run_1/io_fan.png
Scale: 4 px per um.
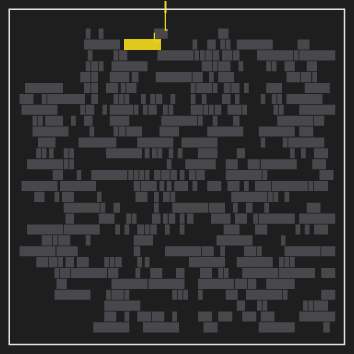
run_1/wires.png
Scale: 4 px per um.
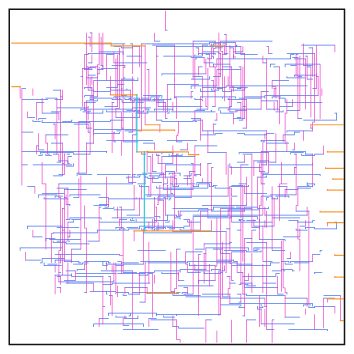
run_1/io_placement.png
Scale: 3 px per um. Pins as bars across the die edge, other pins in gray.
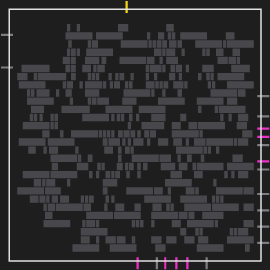
run_1/flops_by_reg.png
Scale: 3 px per um. Other sequential cells in the stronger gray, the rest of the logic in the fainter gray.
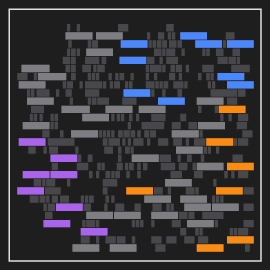
$ cat config.mk
export PLATFORM = sky130hd
export DESIGN_NAME = midi_rx
export DESIGN_NICKNAME = d
export VERILOG_FILES = /design/src/rtl/midi_pkg.sv /design/src/rtl/midi_uart_rx.sv /design/src/rtl/midi_rx.sv
export SDC_FILE = /design/constraint.sdc
export NUM_CORES = 1
export LEC_CHECK = 0
export ABC_AREA = 1
export ABC_CLOCK_PERIOD_IN_PS = 1500
export CELL_PAD_IN_SITES_DETAIL_PLACEMENT = 0
export CELL_PAD_IN_SITES_GLOBAL_PLACEMENT = 1
export CORE_MARGIN = 2
export CORE_UTILIZATION = 40
export DETAILED_ROUTE_END_ITERATION = 8
export GPL_TIMING_DRIVEN = 0
export PLACE_DENSITY_LB_ADDON = 0.1
export SYNTH_ARGS = -nofsm -noshare
export SYNTH_HDL_FRONTEND = slang
export SYNTH_HIERARCHICAL = 1
export SYNTH_SLANG_ARGS = --single-unit
$ cat constraint.sdc
create_clock -name clk_i -period 1.5 [get_ports clk_i]
set_input_delay 0.225 -clock clk_i [delete_from_list [all_inputs] [get_ports clk_i]]
set_output_delay 0.225 -clock clk_i [all_outputs]
set_load 0.005 [all_outputs]
$ cat src/rtl/midi_pkg.sv
// midi_pkg: shared definitions for the MIDI receive front end.
//   - status-nibble constants for channel-voice and system messages
//   - receiver and parser state encodings
//   - midi_event_t: one note event (on flag, note number, velocity)
package midi_pkg;

    localparam logic [3:0] NOTE_OFF   = 4'h8;
    localparam logic [3:0] NOTE_ON    = 4'h9;
    localparam logic [3:0] POLY_AT    = 4'hA;
    localparam logic [3:0] CTRL_CHG   = 4'hB;
    localparam logic [3:0] PROG_CHG   = 4'hC;
    localparam logic [3:0] CHAN_AT    = 4'hD;
    localparam logic [3:0] PITCH_BEND = 4'hE;
    localparam logic [3:0] SYS        = 4'hF;

    typedef enum logic [1:0] {
        RX_IDLE,
        RX_START,
        RX_DATA,
        RX_STOP
    } rx_state_t;

    typedef enum logic [2:0] {
        P_IDLE,
        P_WAIT_D1,
        P_WAIT_D2,
        P_SKIP1,
        P_SKIP2
    } parse_state_t;

    typedef struct packed {
        logic       on;
        logic [6:0] note;
        logic [6:0] velocity;
    } midi_event_t;

endpackage

$ cat src/rtl/midi_uart_rx.sv
// midi_uart_rx: 8N1 serial receiver for the MIDI line.
//   clk_i       - system clock, rising edge
//   nrst_i      - asynchronous active-low reset
//   rxData_i    - asynchronous serial input, idle high
//   byte_o      - last received byte, valid with byteValid_o
//   byteValid_o - one-cycle strobe for a correctly framed byte
//   frameErr_o  - one-cycle strobe when the stop bit samples low
// Start is detected on a falling edge of the synchronised line, so a line
// held low after a frame (break) never retriggers reception.
module midi_uart_rx
    import midi_pkg::*;
#(
    parameter int unsigned CLKS_PER_BIT = 320
) (
    input  logic       clk_i,
    input  logic       nrst_i,
    input  logic       rxData_i,
    output logic [7:0] byte_o,
    output logic       byteValid_o,
    output logic       frameErr_o
);

    localparam int unsigned CW = $clog2(CLKS_PER_BIT + 1);
    localparam logic [CW-1:0] FULL_LAST = CW'(CLKS_PER_BIT - 1);
    localparam logic [CW-1:0] HALF_LAST = CW'(CLKS_PER_BIT / 2 - 1);

    logic          sync1, sync2, sync_prev;
    rx_state_t     state, state_n;
    logic [CW-1:0] cnt, cnt_n;
    logic [2:0]    bit_idx, bit_idx_n;
    logic [7:0]    shreg, shreg_n;
    logic          valid_n, ferr_n;
    logic          fall;

    always_ff @(posedge clk_i or negedge nrst_i) begin
        if (!nrst_i) begin
            sync1     <= 1'b1;
            sync2     <= 1'b1;
            sync_prev <= 1'b1;
        end else begin
            sync1     <= rxData_i;
            sync2     <= sync1;
            sync_prev <= sync2;
        end
    end

    assign fall = sync_prev & ~sync2;

    always_ff @(posedge clk_i or negedge nrst_i) begin
        if (!nrst_i) begin
            state       <= RX_IDLE;
            cnt         <= '0;
            bit_idx     <= '0;
            shreg       <= '0;
            byteValid_o <= 1'b0;
            frameErr_o  <= 1'b0;
        end else begin
            state       <= state_n;
            cnt         <= cnt_n;
            bit_idx     <= bit_idx_n;
            shreg       <= shreg_n;
            byteValid_o <= valid_n;
            frameErr_o  <= ferr_n;
        end
    end

    always_comb begin
        state_n   = state;
        cnt_n     = cnt + 1'b1;
        bit_idx_n = bit_idx;
        shreg_n   = shreg;
        valid_n   = 1'b0;
        ferr_n    = 1'b0;
        case (state)
            RX_IDLE: begin
                cnt_n = '0;
                if (fall) state_n = RX_START;
            end
            RX_START: begin
                // Mid-start sample: a high line means the low pulse was a glitch.
                if (cnt == HALF_LAST) begin
                    cnt_n     = '0;
                    bit_idx_n = '0;
                    state_n   = sync2 ? RX_IDLE : RX_DATA;
                end
            end
            RX_DATA: begin
                if (cnt == FULL_LAST) begin
                    cnt_n   = '0;
                    shreg_n = {sync2, shreg[7:1]};
                    if (bit_idx == 3'd7) state_n = RX_STOP;
                    else bit_idx_n = bit_idx + 3'd1;
                end
            end
            RX_STOP: begin
                if (cnt == FULL_LAST) begin
                    cnt_n   = '0;
                    state_n = RX_IDLE;
                    valid_n = sync2;
                    ferr_n  = ~sync2;
                end
            end
            default: state_n = RX_IDLE;
        endcase
    end

    assign byte_o = shreg;

endmodule

$ cat src/rtl/midi_rx.sv
// midi_rx: MIDI input front end producing note-on/note-off events.
//   clk_i       - system clock, rising edge
//   nrst_i      - asynchronous active-low reset
//   rxData_i    - asynchronous MIDI serial line, idle high
//   noteValid_o - one-cycle event strobe
//   noteOn_o    - 1 = note-on, 0 = note-off (note-on velocity 0 reads as off)
//   noteNum_o   - note number, held until the next event
//   velocity_o  - velocity, held until the next event
//   frameErr_o  - one-cycle strobe on a low stop bit
// The parser tracks running status for note messages and skips other
// channel-voice messages with their own running status.
module midi_rx
    import midi_pkg::*;
#(
    parameter int CLK_FREQ = 10_000_000,
    parameter int BAUD     = 31250,
    parameter int MIDI_CH  = 0,
    parameter int OMNI     = 1
) (
    input  logic       clk_i,
    input  logic       nrst_i,
    input  logic       rxData_i,
    output logic       noteValid_o,
    output logic       noteOn_o,
    output logic [6:0] noteNum_o,
    output logic [6:0] velocity_o,
    output logic       frameErr_o
);

    localparam int unsigned CLKS_PER_BIT = CLK_FREQ / BAUD;

    logic [7:0]   rx_byte;
    logic         rx_valid;

    parse_state_t ps, ps_n;
    logic         rs_on, rs_on_n;
    logic         skip_half, skip_half_n;
    logic [6:0]   note_q, note_n;
    midi_event_t  ev_q, ev_n;
    logic         ev_valid_q, ev_valid_n;
    logic         ch_ok;

    midi_uart_rx #(
        .CLKS_PER_BIT(CLKS_PER_BIT)
    ) u_uart (
        .clk_i      (clk_i),
        .nrst_i     (nrst_i),
        .rxData_i   (rxData_i),
        .byte_o     (rx_byte),
        .byteValid_o(rx_valid),
        .frameErr_o (frameErr_o)
    );

    assign ch_ok = (OMNI != 0) || (rx_byte[3:0] == 4'(MIDI_CH));

    always_ff @(posedge clk_i or negedge nrst_i) begin
        if (!nrst_i) begin
            ps         <= P_IDLE;
            rs_on      <= 1'b0;
            skip_half  <= 1'b0;
            note_q     <= '0;
            ev_q       <= '0;
            ev_valid_q <= 1'b0;
        end else begin
            ps         <= ps_n;
            rs_on      <= rs_on_n;
            skip_half  <= skip_half_n;
            note_q     <= note_n;
            ev_q       <= ev_n;
            ev_valid_q <= ev_valid_n;
        end
    end

    always_comb begin
        ps_n        = ps;
        rs_on_n     = rs_on;
        skip_half_n = skip_half;
        note_n      = note_q;
        ev_n        = ev_q;
        ev_valid_n  = 1'b0;
        if (rx_valid) begin
            if (rx_byte[7:3] == 5'b11111) begin
                // Real-time bytes pass through without touching parser state.
            end else if (rx_byte[7:4] == SYS) begin
                ps_n    = P_IDLE;
                rs_on_n = 1'b0;
            end else if (rx_byte[7]) begin
                skip_half_n = 1'b0;
                case (rx_byte[7:4])
                    NOTE_OFF, NOTE_ON: begin
                        if (ch_ok) begin
                            ps_n    = P_WAIT_D1;
                            rs_on_n = (rx_byte[7:4] == NOTE_ON);
                        end else begin
                            ps_n = P_SKIP2;
                        end
                    end
                    POLY_AT, CTRL_CHG, PITCH_BEND: ps_n = P_SKIP2;
                    PROG_CHG, CHAN_AT:             ps_n = P_SKIP1;
                    default:                       ps_n = P_IDLE;
                endcase
            end else begin
                case (ps)
                    P_WAIT_D1: begin
                        note_n = rx_byte[6:0];
                        ps_n   = P_WAIT_D2;
                    end
                    P_WAIT_D2: begin
                        ev_valid_n = 1'b1;
                        ev_n.on       = rs_on & (|rx_byte[6:0]);
                        ev_n.note     = note_q;
                        ev_n.velocity = rx_byte[6:0];
                        ps_n          = P_WAIT_D1;
                    end
                    // Two-byte skip uses skip_half to pair data bytes while
                    // staying in SKIP2 for running status.
                    P_SKIP2: skip_half_n = ~skip_half;
                    default: ;
                endcase
            end
        end
    end

    assign noteValid_o = ev_valid_q;
    assign noteOn_o    = ev_q.on;
    assign noteNum_o   = ev_q.note;
    assign velocity_o  = ev_q.velocity;

endmodule

==> GITHUB_STEP_SUMMARY, run 1 <==
## Synthesis and layout report

| Metric | Value |
|---|---|
| Clk_skew | `6.228 ps` |
| CP endpoint kind | `register` |
| Final setup fails | `0` |
| Power Total | `3190 uW` |
| Top cell excl fill/tap | `nand2_1` |
| Crit path kind | `register to register` |
| Logic share of the area | `33.51%` |
| Buf/Inv on CP | `2` |
| Tool warning count | `28` |
| Slowest library cell on the worst path | `dfrtp_1` |
| GR Util met2 | `22.29%` |
| PD cells | `1028 nW/um2` |
| Post-layout util | `51.50%` |
| EDFF count, synth | `0` |
| Clk_lat worst skew | `310 ps` |
| Max Used Layer | `met4` |
| Gate power share | `21.3%` |
| WHS | `312.9 ps` |
| Crit Path Max Fanout | `7` |
| Bufs w/o clock | `40` |
| Worst r2r src | `u_uart/cnt[1]` |
| Fraction of area in registers | `43.67%` |
| Num CTS Buffers | `5` |
| Crit path DRT | `1750 ps` |
| Dpl cells | `373` |
| M3 GR Usage | `3.678%` |
| Vias in the first global route | `1,763` |
| Distinct cell type count of the synthesized netlist | `28` |
| Initial antenna violation count | `0` |
| Core Rows | `28` |
| Outcome | `finished, final reports clean` |
| H-tree depth | `2` |
| Adder-cell share of the synthesized area | `1.487%` |
| Root buf cell | `clkbuf_8` |
| Post-CTS setup buffer count | `7` |
| Complex Gates by Area | `9.618%` |
| Residual DRC | `0` |
| GP Congestion | `0.7421` |
| Layout non-clock buf frac | `12.94%` |
| Longest Clk Path Bufs | `2` |
| Top Usage Layer GRT | `met2` |
| Synth mux share | `0%` |
| Core area | `6026 um2` |
| Sw frac | `31.44%` |
| Net count after synthesis | `284` |
| Post-DP HPWL | `3.354 mm` |
| Top power group | `registers` |
| Clock Power Share | `26.4%` |
| Met2 WL | `2.193 mm` |
| First-pass detailed-route iteration total | `4` |
| RSZ-0062 raised after global routing | `true` |
| CTS sink count | `54` |
| CP max stage delay | `400 ps` |
| Setup TNS | `0 ps` |
| Clk pwr | `841 uW` |
| Depth of the worst hold-timing path | `1` |
| Cell Area, Placed | `2823 um2` |
| Synth Seq Share | `53.69%` |
| Wire length on met3 | `143 um` |
| Synth warn | `6` |
| Crit Reg-Reg Endpoint | `u_uart/byte_o[6]` |
| Final Non-Filler Cells | `395` |
| CTS Hold Bufs | `1` |
| Ys async rst share | `100.0%` |
| Sequential power share | `52.3%` |
| Yosys top cell by area | `dfrtp_1` |
| #MultiIn Comb | `186` |
| Place WS | `-194.8 ps` |
## Picture notes: io_fan.png
| port | color | direction | end cells | buffers | wire |
|---|---|---|---|---|---|
| frameErr_o | yellow | output | 1 | 1 | 8.70 um |
port bufs: 19
I/O pins: 20

## Picture notes: wires.png
| layer | color | wire length |
|---|---|---|
| metal 3 | orange | 144 um |
| metal 2 | magenta | 2,190 um |
| metal 1 | blue | 2,470 um |
| metal 4 | cyan | 34.0 um |
GRT Total Usage: 14.74%
Avg WL per Cell: 12.25 um
total detailed-routing wirelength: 4.837 mm
via count: 1,844

## Picture notes: io_placement.png
| port | color | pins | direction | edge |
|---|---|---|---|---|
| frameErr_o | yellow | 1 | output | north |
| velocity_o | magenta | 7 | output | 4 south, 3 east |
all pins by edge: 11 east, 6 south, 2 west, 1 north
DIE WIDTH: 83.43 um
Vert. Die Dim: 83.43 um

## Picture notes: flops_by_reg.png
| netlist name | color | flops |
|---|---|---|
| u_uart/byte_o | purple | 8 |
| noteNum_o | orange | 7 |
| u_uart/cnt | blue | 9 |
not colored: 30
register area: 1355 um2
Seq power: 1670 uW

run_1/congestion.png
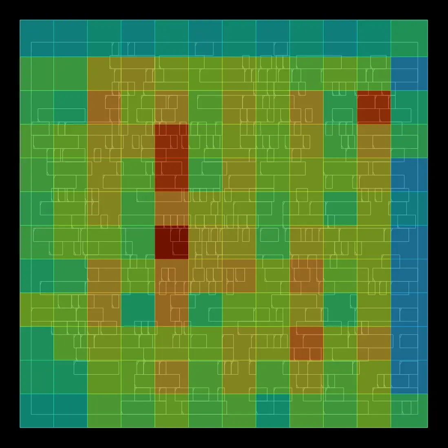

==> run 2, diff against run 1 <==
CORE_MARGIN = default   (was 2)
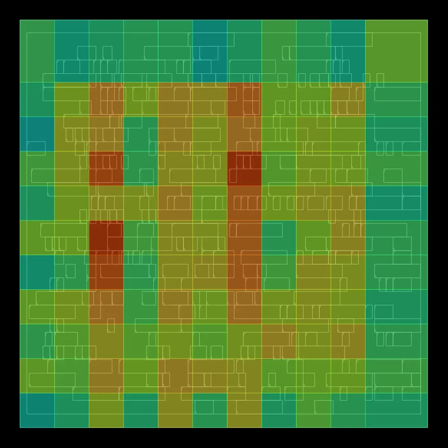
run_2/congestion.png
Avg WL per Cell: 11.87 um
GRT Total Usage: 16.38%

==> GITHUB_STEP_SUMMARY, run 2 <==
## Synthesis and layout report

| Metric | Value |
|---|---|
| Outcome | `finished, violations left` |
| Failing checks | `negative setup slack` |
| Port bufs | `19` |
| Place WS | `-131.7 ps` |
| #MultiIn Comb | `186` |
| Post-CTS setup buffer count | `8` |
| Ys async rst share | `100.0%` |
| Via count | `1,829` |
| Longest Clk Path Bufs | `2` |
| Post-DP HPWL | `3.246 mm` |
| GR Util met2 | `27.50%` |
| Clock Power Share | `27.9%` |
| Power Total | `3228 uW` |
| Clk_skew | `4.423 ps` |
| Sequential power share | `51.4%` |
| I/O pins | `20` |
| Initial antenna violation count | `0` |
| Adder-cell share of the synthesized area | `1.487%` |
| Seq power | `1660 uW` |
| RSZ-0062 raised after global routing | `true` |
| CP endpoint kind | `register` |
| Synth warn | `6` |
| Top Usage Layer GRT | `met2` |
| CP max stage delay | `400 ps` |
| Register area | `1355 um2` |
| M3 GR Usage | `3.667%` |
| Depth of the worst hold-timing path | `1` |
| Cell Area, Placed | `2823 um2` |
| Top power group | `registers` |
| Crit path kind | `register to register` |
| CTS Hold Bufs | `1` |
| Setup TNS | `-60.08 ps` |
| Synth mux share | `0%` |
| Setup WS post-layout | `-20.49 ps` |
| Synth Seq Share | `53.69%` |
| Crit Reg-Reg Endpoint | `u_uart/byte_o[4]` |
| Bufs w/o clock | `38` |
| Complex Gates by Area | `9.618%` |
| Final Non-Filler Cells | `393` |
| First-pass detailed-route iteration total | `4` |
| Area grow syn2layout | `22.61%` |
| Clk_lat worst skew | `300 ps` |
| Final Max Tran Viols | `0` |
| EDFF count, synth | `0` |
| Met2 WL | `2.276 mm` |
| H-tree depth | `2` |
| Wire length on met3 | `111 um` |
| Distinct cell type count of the synthesized netlist | `28` |
| Core area | `5991 um2` |
| Worst r2r src | `u_uart/cnt[1]` |
| Crit Path Max Fanout | `5` |
| WHS | `316.1 ps` |
| Residual DRC | `0` |
| DIE WIDTH | `81.43 um` |
| Core Rows | `28` |
| Vert. Die Dim | `81.43 um` |
| Slowest library cell on the worst path | `dfrtp_1` |
| Crit path DRT | `1700 ps` |
| PD cells | `1043 nW/um2` |
| Sw frac | `31.30%` |
| Num CTS Buffers | `5` |
| Final setup fails | `6` |
| Net count after synthesis | `284` |
| Max Used Layer | `met4` |
| Total detailed-routing wirelength | `4.663 mm` |
| Root buf cell | `clkbuf_8` |
| GP Congestion | `0.7798` |
| Buf/Inv on CP | `1` |
| Vias in the first global route | `1,806` |
==> run 3, diff against run 2 <==
ABC_CLOCK_PERIOD_IN_PS = 1300   (was 1500)
clock period = 1.3 ns   (was 1.5 ns; I/O delays follow)
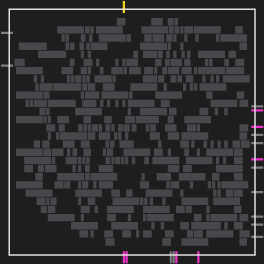
run_3/io_placement.png
Scale: 3 px per um. Pins as bars across the die edge, other pins in gray.
| port | color | pins | direction | edge |
|---|---|---|---|---|
| frameErr_o | yellow | 1 | output | north |
| velocity_o | magenta | 7 | output | 4 south, 3 east |
all pins by edge: 11 east, 6 south, 2 west, 1 north
DIE WIDTH: 81.43 um
Vert. Die Dim: 81.43 um

==> GITHUB_STEP_SUMMARY, run 3 <==
## Synthesis and layout report

| Metric | Value |
|---|---|
| Outcome | `finished, violations left` |
| Failing checks | `negative setup slack` |
| Clk_lat worst skew | `300 ps` |
| Worst r2r src | `u_uart/cnt[0]` |
| Max Used Layer | `met4` |
| Longest Clk Path Bufs | `2` |
| Clk_skew | `5.849 ps` |
| Avg WL per Cell | `11.76 um` |
| Adder-cell share of the synthesized area | `1.487%` |
| Clk pwr | `1060 uW` |
| Crit path kind | `register to register` |
| Final Non-Filler Cells | `406` |
| CP endpoint kind | `register` |
| H-tree depth | `2` |
| Seq power | `1890 uW` |
| RSZ-0062 raised after global routing | `true` |
| Top power group | `registers` |
| Area grow syn2layout | `28.56%` |
| Slowest library cell on the worst path | `dfrtp_1` |
| PD cells | `1172 nW/um2` |
| CTS sink count | `54` |
| Total detailed-routing wirelength | `4.776 mm` |
| Core Rows | `28` |
| Core area | `5991 um2` |
| Hold Path Class | `input port to register` |
| Tool warning count | `29` |
| M3 GR Usage | `3.778%` |
| CTS Hold Bufs | `1` |
| Sw frac | `30.92%` |
| First-pass detailed-route iteration total | `4` |
| Synth mux share | `0%` |
| Dpl cells | `373` |
| Ys async rst share | `100.0%` |
| WHS | `289.3 ps` |
| Setup TNS | `-2139 ps` |
| Depth of the worst hold-timing path | `1` |
| Complex Gates by Area | `9.618%` |
| Logic share of the area | `33.71%` |
| Cell Area, Placed | `2835 um2` |
| Synth Seq Share | `53.69%` |
| Crit Reg-Reg Endpoint | `u_uart/byte_o[4]` |
| Setup WS post-layout | `-202.4 ps` |
| Place WS | `-369.9 ps` |
| Vias in the first global route | `1,800` |
| Gate power share | `22.4%` |
| Top cell area share | `50.57%` |
| Met2 WL | `2.158 mm` |
| I/O pins | `20` |
| GP Congestion | `0.7306` |
| Wire length on met3 | `115 um` |
| Post-DP HPWL | `3.229 mm` |
| Final setup fails | `19` |
| Layout non-clock buf frac | `14.31%` |
| GR Util met2 | `25.08%` |
| Final Max Tran Viols | `0` |
| Crit Path Max Fanout | `5` |
| Synth warn | `6` |
| CP max stage delay | `410 ps` |
| Top Usage Layer GRT | `met2` |
| Fraction of area in registers | `41.80%` |
| Via count | `1,905` |
| Net count after synthesis | `284` |
| Num CTS Buffers | `5` |
| Residual DRC | `0` |
| Power Total | `3801 uW` |
| Post-CTS setup buffer count | `16` |
| Crit path DRT | `1500 ps` |
| Top cell excl fill/tap | `nand2_1` |
| Buf/Inv on CP | `2` |
| Sequential power share | `49.7%` |
| Distinct cell type count of the synthesized netlist | `28` |
| Port bufs | `19` |
| EDFF count, synth | `0` |
| GRT Total Usage | `16.43%` |
| #MultiIn Comb | `186` |
| Initial antenna violation count | `0` |
| Layout net count | `336` |
| Yosys top cell by area | `dfrtp_1` |
No activity file was given, so power comes from the tool's default toggle rates.
